$ cat src/rtl/tictoc_ascii_tx.sv
// Streams each new TicToc result to the UART as four ASCII hex digits plus a terminator.
// Build option TICTOC_ASCII_CRLF_EN: terminate with CR LF (6 bytes) instead of one space (5 bytes).
module tictoc_ascii_tx #(
    parameter bit UPPERCASE_HEX = 1'b1
) (
    input  logic        Clk,
    input  logic        Reset,
    input  logic [15:0] TicToc_Arr,
    input  logic        TicToc_ready,
    input  logic        Tx_busy,
    output logic [7:0]  Tx_data,
    output logic        Tx_start,
    output logic        TicToc_ASCII_TX_done,
    output logic        Overrun
);

    localparam int unsigned IDX_W  = 3;
    localparam int unsigned DATA_W = 16;
`ifdef TICTOC_ASCII_CRLF_EN
    localparam logic [IDX_W-1:0] LAST_IDX = IDX_W'(5);
`else
    localparam logic [IDX_W-1:0] LAST_IDX = IDX_W'(4);
`endif

    typedef enum logic [2:0] {
        S_IDLE    = 3'd0,
        S_LOAD    = 3'd1,
        S_SEND    = 3'd2,
        S_WAIT_HI = 3'd3,
        S_WAIT_LO = 3'd4,
        S_DONE    = 3'd5
    } state_e;

    state_e             state_q, state_d;
    logic [IDX_W-1:0]   idx_q, idx_d;
    logic [DATA_W-1:0]  cap_q, cap_d;
    logic               ready_q;
    logic [7:0]         data_q, data_d;
    logic               start_q, start_d;
    logic               done_q, done_d;
    logic               overrun_q, overrun_d;
    logic               rise_c;
    logic [7:0]         byte_c;

    assign rise_c = TicToc_ready & ~ready_q;

    function automatic logic [7:0] hex_ascii(input logic [3:0] nib);
        logic [7:0] base;
        if (nib < 4'd10) begin
            return 8'h30 + 8'(nib);
        end
        base = UPPERCASE_HEX ? 8'h41 : 8'h61;
        return base + 8'(nib) - 8'd10;
    endfunction

    // Byte for the current message position, taken from the frozen capture.
    always_comb begin
        byte_c = 8'h00;
        case (idx_q)
            IDX_W'(0): byte_c = hex_ascii(cap_q[15:12]);
            IDX_W'(1): byte_c = hex_ascii(cap_q[11:8]);
            IDX_W'(2): byte_c = hex_ascii(cap_q[7:4]);
            IDX_W'(3): byte_c = hex_ascii(cap_q[3:0]);
`ifdef TICTOC_ASCII_CRLF_EN
            IDX_W'(4): byte_c = 8'h0D;
            IDX_W'(5): byte_c = 8'h0A;
`else
            IDX_W'(4): byte_c = 8'h20;
`endif
            default:   byte_c = 8'h00;
        endcase
    end

    always_ff @(posedge Clk or posedge Reset) begin
        if (Reset) begin
            state_q <= S_IDLE;
        end else begin
            state_q <= state_d;
        end
    end

    always_comb begin
        state_d = state_q;
        case (state_q)
            S_IDLE:    if (rise_c) state_d = S_LOAD;
            S_LOAD:    state_d = S_SEND;
            S_SEND:    if (start_q) state_d = S_WAIT_HI;
            S_WAIT_HI: if (Tx_busy) state_d = S_WAIT_LO;
            S_WAIT_LO: if (!Tx_busy) state_d = (idx_q == LAST_IDX) ? S_DONE : S_LOAD;
            S_DONE:    state_d = S_IDLE;
            default:   state_d = S_IDLE;
        endcase
    end

    // Start is registered: it is requested from LOAD/SEND when the UART is idle and shows up in SEND.
    always_comb begin
        idx_d     = idx_q;
        cap_d     = cap_q;
        data_d    = data_q;
        start_d   = 1'b0;
        done_d    = 1'b0;
        overrun_d = overrun_q | (rise_c & (state_q != S_IDLE));
        case (state_q)
            S_IDLE: begin
                if (rise_c) begin
                    cap_d = TicToc_Arr;
                    idx_d = '0;
                end
            end
            S_LOAD: begin
                data_d  = byte_c;
                start_d = ~Tx_busy;
            end
            S_SEND: begin
                start_d = ~Tx_busy & ~start_q;
            end
            S_WAIT_LO: begin
                if (!Tx_busy) begin
                    if (idx_q == LAST_IDX) begin
                        done_d = 1'b1;
                    end else begin
                        idx_d = idx_q + IDX_W'(1);
                    end
                end
            end
            default: ;
        endcase
    end

    always_ff @(posedge Clk or posedge Reset) begin
        if (Reset) begin
            idx_q     <= '0;
            cap_q     <= '0;
            ready_q   <= 1'b0;
            data_q    <= 8'h00;
            start_q   <= 1'b0;
            done_q    <= 1'b0;
            overrun_q <= 1'b0;
        end else begin
            idx_q     <= idx_d;
            cap_q     <= cap_d;
            ready_q   <= TicToc_ready;
            data_q    <= data_d;
            start_q   <= start_d;
            done_q    <= done_d;
            overrun_q <= overrun_d;
        end
    end

    assign Tx_data              = data_q;
    assign Tx_start             = start_q;
    assign TicToc_ASCII_TX_done = done_q;
    assign Overrun              = overrun_q;

endmodule

$ cat config.mk
export PLATFORM = sky130hd
export DESIGN_NAME = tictoc_ascii_tx
export DESIGN_NICKNAME = d
export VERILOG_FILES = /design/src/rtl/tictoc_ascii_tx.sv
export SDC_FILE = /design/constraint.sdc
export NUM_CORES = 1
export LEC_CHECK = 0
export CORE_MARGIN = 1
export CORE_UTILIZATION = 30
export DETAILED_ROUTE_END_ITERATION = 16
export PLACE_DENSITY = 0.5
export SYNTH_ARGS = -nofsm -noshare
export SYNTH_HDL_FRONTEND = slang
export SYNTH_SLANG_ARGS = --single-unit
$ cat constraint.sdc
create_clock -name Clk -period 2.01 [get_ports Clk]
set_input_delay 0.402 -clock Clk [delete_from_list [all_inputs] [get_ports Clk]]
set_output_delay 0.402 -clock Clk [all_outputs]
set_load 0.03 [all_outputs]
**Met3 routing**

(4 px per um)
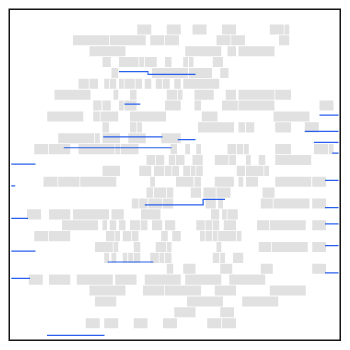
longest straight run: 26.7 um
share of all routed wire: 4.2%
nets with wire on the layer: 19
wire length on this layer: 170 um

**Metal 1**

(6 px per um) Supply wires on this layer in grey.
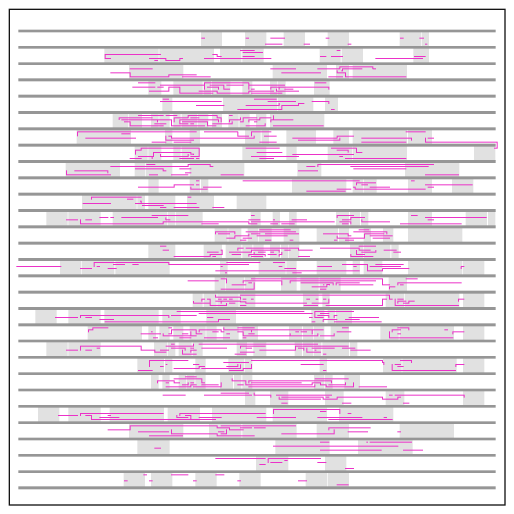
share of all routed wire: 52%
main direction: horizontal
wire length on this layer: 2140 um
nets with wire on the layer: 224

**Metal layers overlaid**

(6 px per um) Only two layers are drawn.
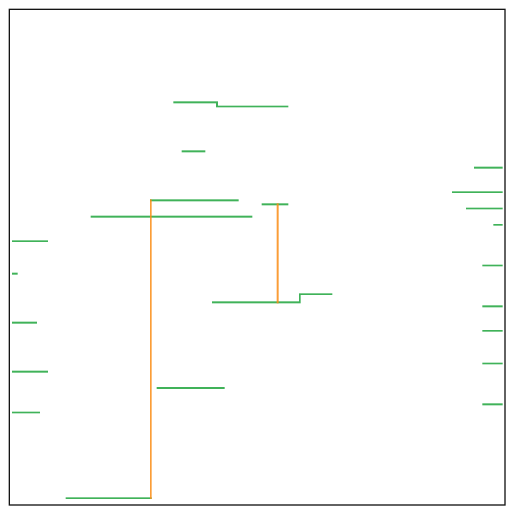
| colour | layer | wire length |
|---|---|---|
| orange | M4 | 66.0 um |
| green | M3 | 170 um |

**Sequential cells grouped by signal name**

(6 px per um) Other sequential cells in the stronger grey, the rest of the logic in the fainter grey.
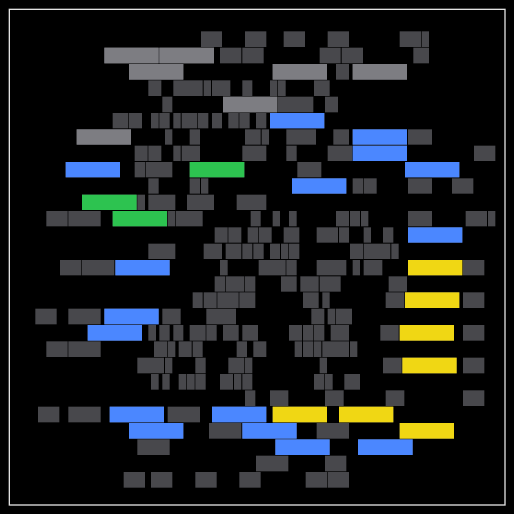
| colour | netlist name | placed flops |
|---|---|---|
| blue | cap_q | 16 |
| green | idx_q | 3 |
| yellow | Tx_data | 7 |
not coloured: 7

==> flow_metrics.py <==
# Generated from Yosys and OpenROAD reports
metrics = {
    "grt": {
        "grt.overflow.total": 0,
    },
    "finish": {
        "design_area_sq_mm": 0.00237,
        "num_antenna_cells": 0,
    },
    "detailed_routing": {
        "drt_wl_total_mm": 4.09,
        "met3_length_um": 170,
        "vias_per_cell": 4.75,
        "vias": 1419,
        "firstDrtPassIters": 4,
        "wl_per_cell_um": 13.7,
    },
    "synth": {
        "synth.top_cells.by_count": "33 x dfrtp_1, 15 x nand2_1, 15 x o21ai_0",
        "syn_area_sq_mm": 0.00194,
    },
    "placement": {
        "numPlacedInstances": 291,
        "dpl.hpwl_mm": 2.96,
    },
    "clock_tree": {
        "clkLatencyLatePin_ps": 290,
    },
    "sta": {
        "post-route-period-util": 0.868,
        "hold_viol_final": 0,
    },
    "die": {
        "fp-utilization": 0.320,
        "ioPinCount": 31,
    },
    "worst_setup_path": {
        "cp.depth": 1,
        "start_kind": "flip-flop",
    },
    "hold_path": {
        "hold_path_class": "reg -> reg",
    },
    "status": {
        "run_status": "complete, no violations",
    },
}
report_power, final:
group,internal [W],switching [W]
Clock,0.000240,0.000250
Sequential,0.000944,0.000393
Combinational,0.000916,0.000880
layout by cell type, fill, tap and decap left out, drive strengths merged, types with 6 or more instances in the layout:
cell type,instances
nor2b,7
clkbuf,6
nor3,10
nor2,6
clkdlybuf4s50,29
inv,14
o21ai,17
nand2,15
dfrtp,33
mux2,16
a22o,7
ha,9
a21oi,8
sequential cells by signal, indices dropped and copies added, names as in the netlist:
register and count:
cap_q 16, ready_q 1, Tx_data 7, idx_q 3
Overrun 1, Tx_start 1, state_q 3, TicToc_ASCII_TX_done 1
cell families (layout without fill, tap and decap cells):
kind of cell    Yosys count  count (layout)
simple gates             56              56
buf+inv                  22              56
fa+ha+maj                 9               9
flops                    33              33
compound gates           49              49
xor+xnor                  4               4
other cells               1               1
mux                      16              16
metal layers:
layer  vias up  global-route usage
met2        28               0.193
met3         4              0.0330
met5         -                   0
li1        746                   -
met1       641               0.203
met4         0              0.0754
final cells by class:
type / instances / area [sq um] / share of cell area
Clock buffer: 6 / 72.6 / 0.0306
Clock inverter: 2 / 10.0 / 0.00422
Inverter: 14 / 52.6 / 0.0222
Multi-Input combinational cell: 135 / 990 / 0.417
Sequential cell: 33 / 826 / 0.348
Tap cell: 75 / 93.8 / 0.0396
Timing Repair Buffer: 34 / 328 / 0.138
stage by stage:
stage          worst slack (ps)  power (W)  hold WS [ps]
2_1_floorplan               464    0.00263           433
3_3_place_gp                154    0.00313           472
3_5_place_dp                128    0.00315           467
4_1_cts                     259    0.00364           483
5_1_grt                     152    0.00395           498
6_report                    265    0.00362           477
Power is estimated from default activity; no workload was simulated.
